Figure 1. Routed metal, one colour a layer.
Bar = 20 um.
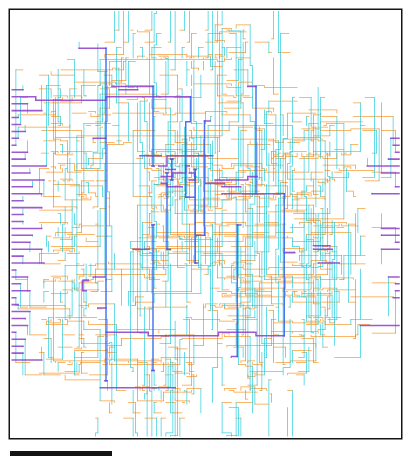
Figure 2. Ports around the boundary.
Pins as bars across the die edge, other pins in grey.
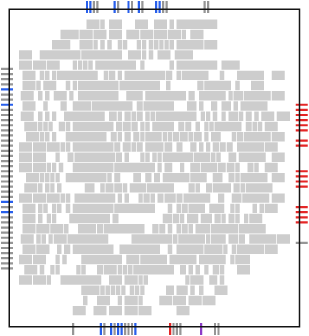
Figure 3. The clock network.
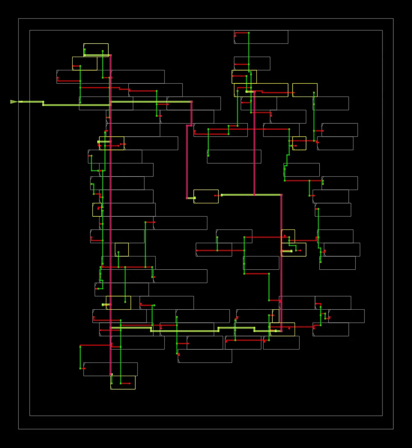
**src/rtl/adder_scheduler.sv**
```systemverilog
// adder_scheduler: two requesters share one nibble-serial 4-bit ripple adder.
// A round-robin arbiter captures one operand pair in IDLE. RUN then adds one
// nibble per cycle, from the least significant nibble upward. DONE holds the
// result until the consumer takes it.
module adder_scheduler #(
  parameter int NIBBLES = 4
) (
  input  logic                 clk,
  input  logic                 rst_n,
  input  logic                 req0,
  input  logic [4*NIBBLES-1:0] a0,
  input  logic [4*NIBBLES-1:0] b0,
  output logic                 ack0,
  input  logic                 req1,
  input  logic [4*NIBBLES-1:0] a1,
  input  logic [4*NIBBLES-1:0] b1,
  output logic                 ack1,
  output logic                 res_valid,
  input  logic                 res_ready,
  output logic                 res_id,
  output logic [4*NIBBLES:0]   res_sum,
  output logic                 busy
);

  localparam int W     = 4 * NIBBLES;
  localparam int CNT_W = (NIBBLES > 1) ? $clog2(NIBBLES) : 1;
  localparam logic [CNT_W-1:0] LAST_NIB = CNT_W'(NIBBLES - 1);

  typedef enum logic [1:0] {IDLE, RUN, DONE} state_t;

  state_t           state_q, state_d;
  logic [W-1:0]     a_q, a_d, b_q, b_d;
  logic [W:0]       sum_q, sum_d;
  logic             carry_q, carry_d;
  logic [CNT_W-1:0] cnt_q, cnt_d;
  logic             id_q, id_d;
  logic             last_q, last_d;
  logic             ack0_q, ack0_d, ack1_q, ack1_d;
  logic             grant;
  logic [3:0]       a_nib, b_nib;
  logic [4:0]       nib;
  logic [W:0]       nib_mask, nib_val;

  // The only adder in the block: 4 bits plus carry-in, giving 5 bits.
  function automatic logic [4:0] add_nibble(input logic [3:0] x,
                                            input logic [3:0] y,
                                            input logic       cin);
    return {1'b0, x} + {1'b0, y} + {4'b0000, cin};
  endfunction

  // Next-state logic: arbitration, nibble add and the result handshake.
  always_comb begin
    state_d  = state_q;
    a_d      = a_q;
    b_d      = b_q;
    sum_d    = sum_q;
    carry_d  = carry_q;
    cnt_d    = cnt_q;
    id_d     = id_q;
    last_d   = last_q;
    ack0_d   = 1'b0;
    ack1_d   = 1'b0;
    grant    = 1'b0;
    a_nib    = 4'(a_q >> {cnt_q, 2'b00});
    b_nib    = 4'(b_q >> {cnt_q, 2'b00});
    nib      = add_nibble(a_nib, b_nib, carry_q);
    nib_mask = (W+1)'(4'hF) << {cnt_q, 2'b00};
    nib_val  = (W+1)'(nib[3:0]) << {cnt_q, 2'b00};
    unique case (state_q)
      IDLE: begin
        if (req0 || req1) begin
          // If both requesters ask, grant the one that was not granted last.
          grant   = (req0 && req1) ? ~last_q : req1;
          a_d     = grant ? a1 : a0;
          b_d     = grant ? b1 : b0;
          id_d    = grant;
          last_d  = grant;
          carry_d = 1'b0;
          cnt_d   = '0;
          ack0_d  = ~grant;
          ack1_d  = grant;
          state_d = RUN;
        end
      end
      RUN: begin
        sum_d   = (sum_q & ~nib_mask) | nib_val;
        carry_d = nib[4];
        if (cnt_q == LAST_NIB) begin
          sum_d[W] = nib[4];
          state_d  = DONE;
        end else begin
          cnt_d = cnt_q + 1'b1;
        end
      end
      DONE: begin
        if (res_ready) state_d = IDLE;
      end
      default: state_d = IDLE;
    endcase
  end

  // Control and result registers; reset aborts any operation in progress.
  always_ff @(posedge clk) begin
    if (!rst_n) begin
      state_q <= IDLE;
      sum_q   <= '0;
      carry_q <= 1'b0;
      cnt_q   <= '0;
      id_q    <= 1'b0;
      last_q  <= 1'b1;
      ack0_q  <= 1'b0;
      ack1_q  <= 1'b0;
    end else begin
      state_q <= state_d;
      sum_q   <= sum_d;
      carry_q <= carry_d;
      cnt_q   <= cnt_d;
      id_q    <= id_d;
      last_q  <= last_d;
      ack0_q  <= ack0_d;
      ack1_q  <= ack1_d;
    end
  end

  // Operand latches; only consumed in RUN, so they need no reset.
  always_ff @(posedge clk) begin
    a_q <= a_d;
    b_q <= b_d;
  end

  assign ack0      = ack0_q;
  assign ack1      = ack1_q;
  assign res_valid = (state_q == DONE);
  assign res_id    = id_q;
  assign res_sum   = sum_q;
  assign busy      = (state_q != IDLE);

endmodule
```
**config.mk**
```make
export PLATFORM = sky130hd
export DESIGN_NAME = adder_scheduler
export DESIGN_NICKNAME = d
export VERILOG_FILES = /design/src/rtl/adder_scheduler.sv
export SDC_FILE = /design/constraint.sdc
export NUM_CORES = 1
export LEC_CHECK = 0
export ABC_AREA = 1
export CAP_MARGIN = 5
export CORE_ASPECT_RATIO = 1.1
export CORE_MARGIN = 2
export CORE_UTILIZATION = 48
export CTS_BUF_LIST = sky130_fd_sc_hd__clkbuf_4 sky130_fd_sc_hd__clkbuf_8
export CTS_CLUSTER_SIZE = 25
export DETAILED_ROUTE_END_ITERATION = 12
export GPL_TIMING_DRIVEN = 0
export PLACE_DENSITY = 0.94
export SETUP_SLACK_MARGIN = 0.02
export SYNTH_ARGS = -nofsm -noshare
export SYNTH_HDL_FRONTEND = slang
export SYNTH_SLANG_ARGS = --single-unit
```
**constraint.sdc**
```tcl
create_clock -name clk -period 2.7 [get_ports clk]
set_input_delay 0.675 -clock clk [delete_from_list [all_inputs] [get_ports clk]]
set_output_delay 0.675 -clock clk [all_outputs]
set_load 0.01 [all_outputs]
```
==> summary.rpt <==
RUN STATUS
----------------------------------------------------------------------------
Result of the run                                               complete, no violations

POWER AND IR DROP
----------------------------------------------------------------------------
Leakage Power                                                       1.678 nW
Maximum resistive drop on vdd                                    0.0003828 V

CLOCKING
----------------------------------------------------------------------------
CTS clk-pin slew, worst paths                                        0.06 ns
CTS root buffer                                                 sky130_fd_sc_hd__clkbuf_8
Clock H-tree levels                                                        3
Clock tree from TritonCTS                                               done

FLOORPLAN
----------------------------------------------------------------------------
Ports placed on the boundary                                              91
Starting density of the core                                          49.04%
Cell Rows                                                                 29
Core ar.                                                           5697 um^2

LOGIC SYNTHESIS
----------------------------------------------------------------------------
Largest cells by area after synthesis                           sky130_fd_sc_hd__edfxtp_1, sky130_fd_sc_hd__dfxtp_1, sky130_fd_sc_hd__nand2_1
YS chip area                                                       2794 um^2
Synthesized Nets                                                         411
Fraction of registers with async set or reset after synthesis             0%
Top_reg_cell synth                                              sky130_fd_sc_hd__edfxtp_1
Post-synth top cells                                            sky130_fd_sc_hd__nand2_1, sky130_fd_sc_hd__edfxtp_1, sky130_fd_sc_hd__nor2_1
Sequential fraction of the synthesis area                             53.02%
Synthesized instance count                                               333

RUN
----------------------------------------------------------------------------
Max Cap Viol                                                               0

DRT
----------------------------------------------------------------------------
Number of routed nets with antenna violations                              0
Total number of vias                                                    2623
Routed length per instance                                          13.29 um
Iteration tally of the first detailed-router pass                          4
Residual DRC count                                                         0
Starting DRC count in detailed routing                                   213
Drt total wl                                                         6856 um

TIMING
----------------------------------------------------------------------------
Least-Margin Pin Slew                                               1.183 ns
Peak Freq                                                          397.8 MHz
Final count of hold timing violations                                      0
Time the final worst path needs with I/O delays and setup           2.514 ns
Tcrit/Tclk final                                                      93.10%
Final Slew Violations                                                      0

MIN PATH
----------------------------------------------------------------------------
Worst-case hold path end point                                    res_sum[1]
Startpoint of the worst hold path                                 res_sum[1]
Class of the worst hold path                                      reg -> reg

WORST SETUP PATH
----------------------------------------------------------------------------
Critical register-to-register path endpoint                       res_sum[9]
Worst Path Buf+Inv                                                         4
Worst reg2reg setup slack                                            0.19 ns
Critical path capture point type                                        flop
Crit path required time                                              2.98 ns
Source of the critical timing path                                  cnt_q[0]
Cell-by-cell trace of the critical path                         buf_4 -> inv_1 -> buf_2 -> o21ai_0 -> o22ai_1 -> fa_2 -> fa_2 -> inv_1 -> nor2_1 -> nand2_1 -> a21oi_1
Max FO, Critical Path                                                     10

GLOBAL ROUTING
----------------------------------------------------------------------------
GR Util All Layers                                                    23.27%
Number of global-route vias before repair                               2679
Global-route wire length before repair                              11680 um
Largest net degree at the start of global routing                         34

FINISH
----------------------------------------------------------------------------
Utilization of the core after routing                                 70.35%
Area growth from synthesis to final layout                            43.44%
Number of sequential cells                                                58
Max-area cell class                                             sequential cells
Clock Network Area Fraction                                           4.964%
# fillers                                                                446
Nets                                                                     512
Comb. cell area                                                    1179 um^2

PLACED DESIGN
----------------------------------------------------------------------------
Placer's final routability congestion estimate                        0.9109

## Picture notes: Figure 1
M4 -> blue  # wire length 265 um
M3 -> purple  # wire length 371 um
M1 -> orange  # wire length 2630 um
M2 -> cyan  # wire length 3590 um

## Picture notes: Figure 2
res_sum -> red  # pins 17, direction output, edge 16 east, 1 south
res_id -> purple  # pins 1, direction output, edge south
b0 -> blue  # pins 16, direction input, edge 7 north, 5 south, 4 west
all pins by edge = 40 west, 18 south, 17 east, 16 north
Port Buffer Count: 90
Die X: 76.74 um
die boundary height: 84.02 um

## Picture notes: Figure 3
Skew-Pair Late Insertion Delay: 0.35 ns
total of clock buffers placed in the layout: 13
power consumed by the clock network: 0.000799 W
Clock Sink Count: 58
largest clock skew in the final design: 0.009431 ns

## timing repair
action,in CTS,in global routing
buffers inserted,0,0
setup endpoints to repair,0,9
hold endpoints to repair,0,0
gates resized,0,6
## where the power goes
| group | total [W] | leakage [nW] | internal, W | switching (W) |
|---|---|---|---|---|
| Clock | 0.000799 | 0.105 | 0.000477 | 0.000322 |
| Sequential | 0.00107 | 0.529 | 0.00103 | 0.0000364 |
| Combinational | 0.000620 | 1.04 | 0.000282 | 0.000338 |
| Total | 0.00249 | 1.68 | 0.00179 | 0.000697 |
## worst register-to-register path: cells and delay by family (launching register included)
| kind | cells | cell delay [ns] |
|---|---|---|
| buffers and inverters | 4 | 0.45 |
| adder cells (fa/ha/maj) | 2 | 0.96 |
| AND/OR/NAND/NOR | 2 | 0.20 |
| flip-flops | 1 | 0.37 |
| AND-OR/OR-AND | 3 | 0.47 |
## per-stage QoR
stage | hold slack, ns | setup WS (ns) | power, W | cells | area [um^2]
5_1_grt | 0.4921 | 0.02854 | 0.002612 | 516 | 4008
2_1_floorplan | 0.4287 | 0.3737 | 0.001427 | 333 | 2794
3_3_place_gp | 0.4436 | 0.1690 | 0.001643 | 500 | 3791
4_1_cts | 0.4602 | 0.03666 | 0.002471 | 516 | 3990
3_5_place_dp | 0.4517 | 0.03873 | 0.001679 | 500 | 3791
6_report | 0.4594 | 0.1863 | 0.002489 | 516 | 4008
## kinds of logic (layout without fill, tap and decap cells)
group | Yosys count | count (layout) | synth area share [%]
and+or+nand+nor | 179 | 179 | 26.06
DFF | 58 | 58 | 53.02
AOI/OAI and AO/OA | 53 | 53 | 10.70
buffers and inverters | 33 | 139 | 5.329
adders and majority gates | 9 | 9 | 4.568
xor gates and xnor gates | 1 | 1 | 0.3135
## routing by layer
| metal | vias up | GRT usage (%) | wire (um) |
|---|---|---|---|
| met5 | - | 0 | 0 |
| met4 | 0 | 15.21 | 264 |
| met3 | 26 | 4.762 | 370 |
| met2 | 116 | 40.83 | 3587 |
| met1 | 1186 | 25.21 | 2633 |
| li1 | 1295 | - | - |
## placed cells by master, fill, tap and decap left out, types with 4 or more instances in the layout
cell type                         synthesis  final
sky130_fd_sc_hd__nor2_1                  30     29
sky130_fd_sc_hd__o22ai_1                  8      8
sky130_fd_sc_hd__a22oi_1                  4      4
sky130_fd_sc_hd__clkdlybuf4s50_1          0     90
sky130_fd_sc_hd__dfxtp_1                 26     26
sky130_fd_sc_hd__nand2_2                  5      5
sky130_fd_sc_hd__nand3_1                  9      9
sky130_fd_sc_hd__ha_1                     7      7
sky130_fd_sc_hd__inv_1                   14     14
sky130_fd_sc_hd__inv_2                    4      4
sky130_fd_sc_hd__nand2_1                130    130
sky130_fd_sc_hd__o21ai_0                 18     18
sky130_fd_sc_hd__buf_2                    8      8
sky130_fd_sc_hd__clkbuf_8                 0     10
sky130_fd_sc_hd__edfxtp_1                32     32
sky130_fd_sc_hd__a21oi_1                 19     19
## sequential cells by signal (all words and copies together) (netlist names)
name,count
ack1,1
res_sum,17
a_q,16
cnt_q,2
res_id,1
ack0,1
b_q,16
last_q,1
state_q,2
carry_q,1
No activity file was given, so power comes from the tool's default toggle rates.
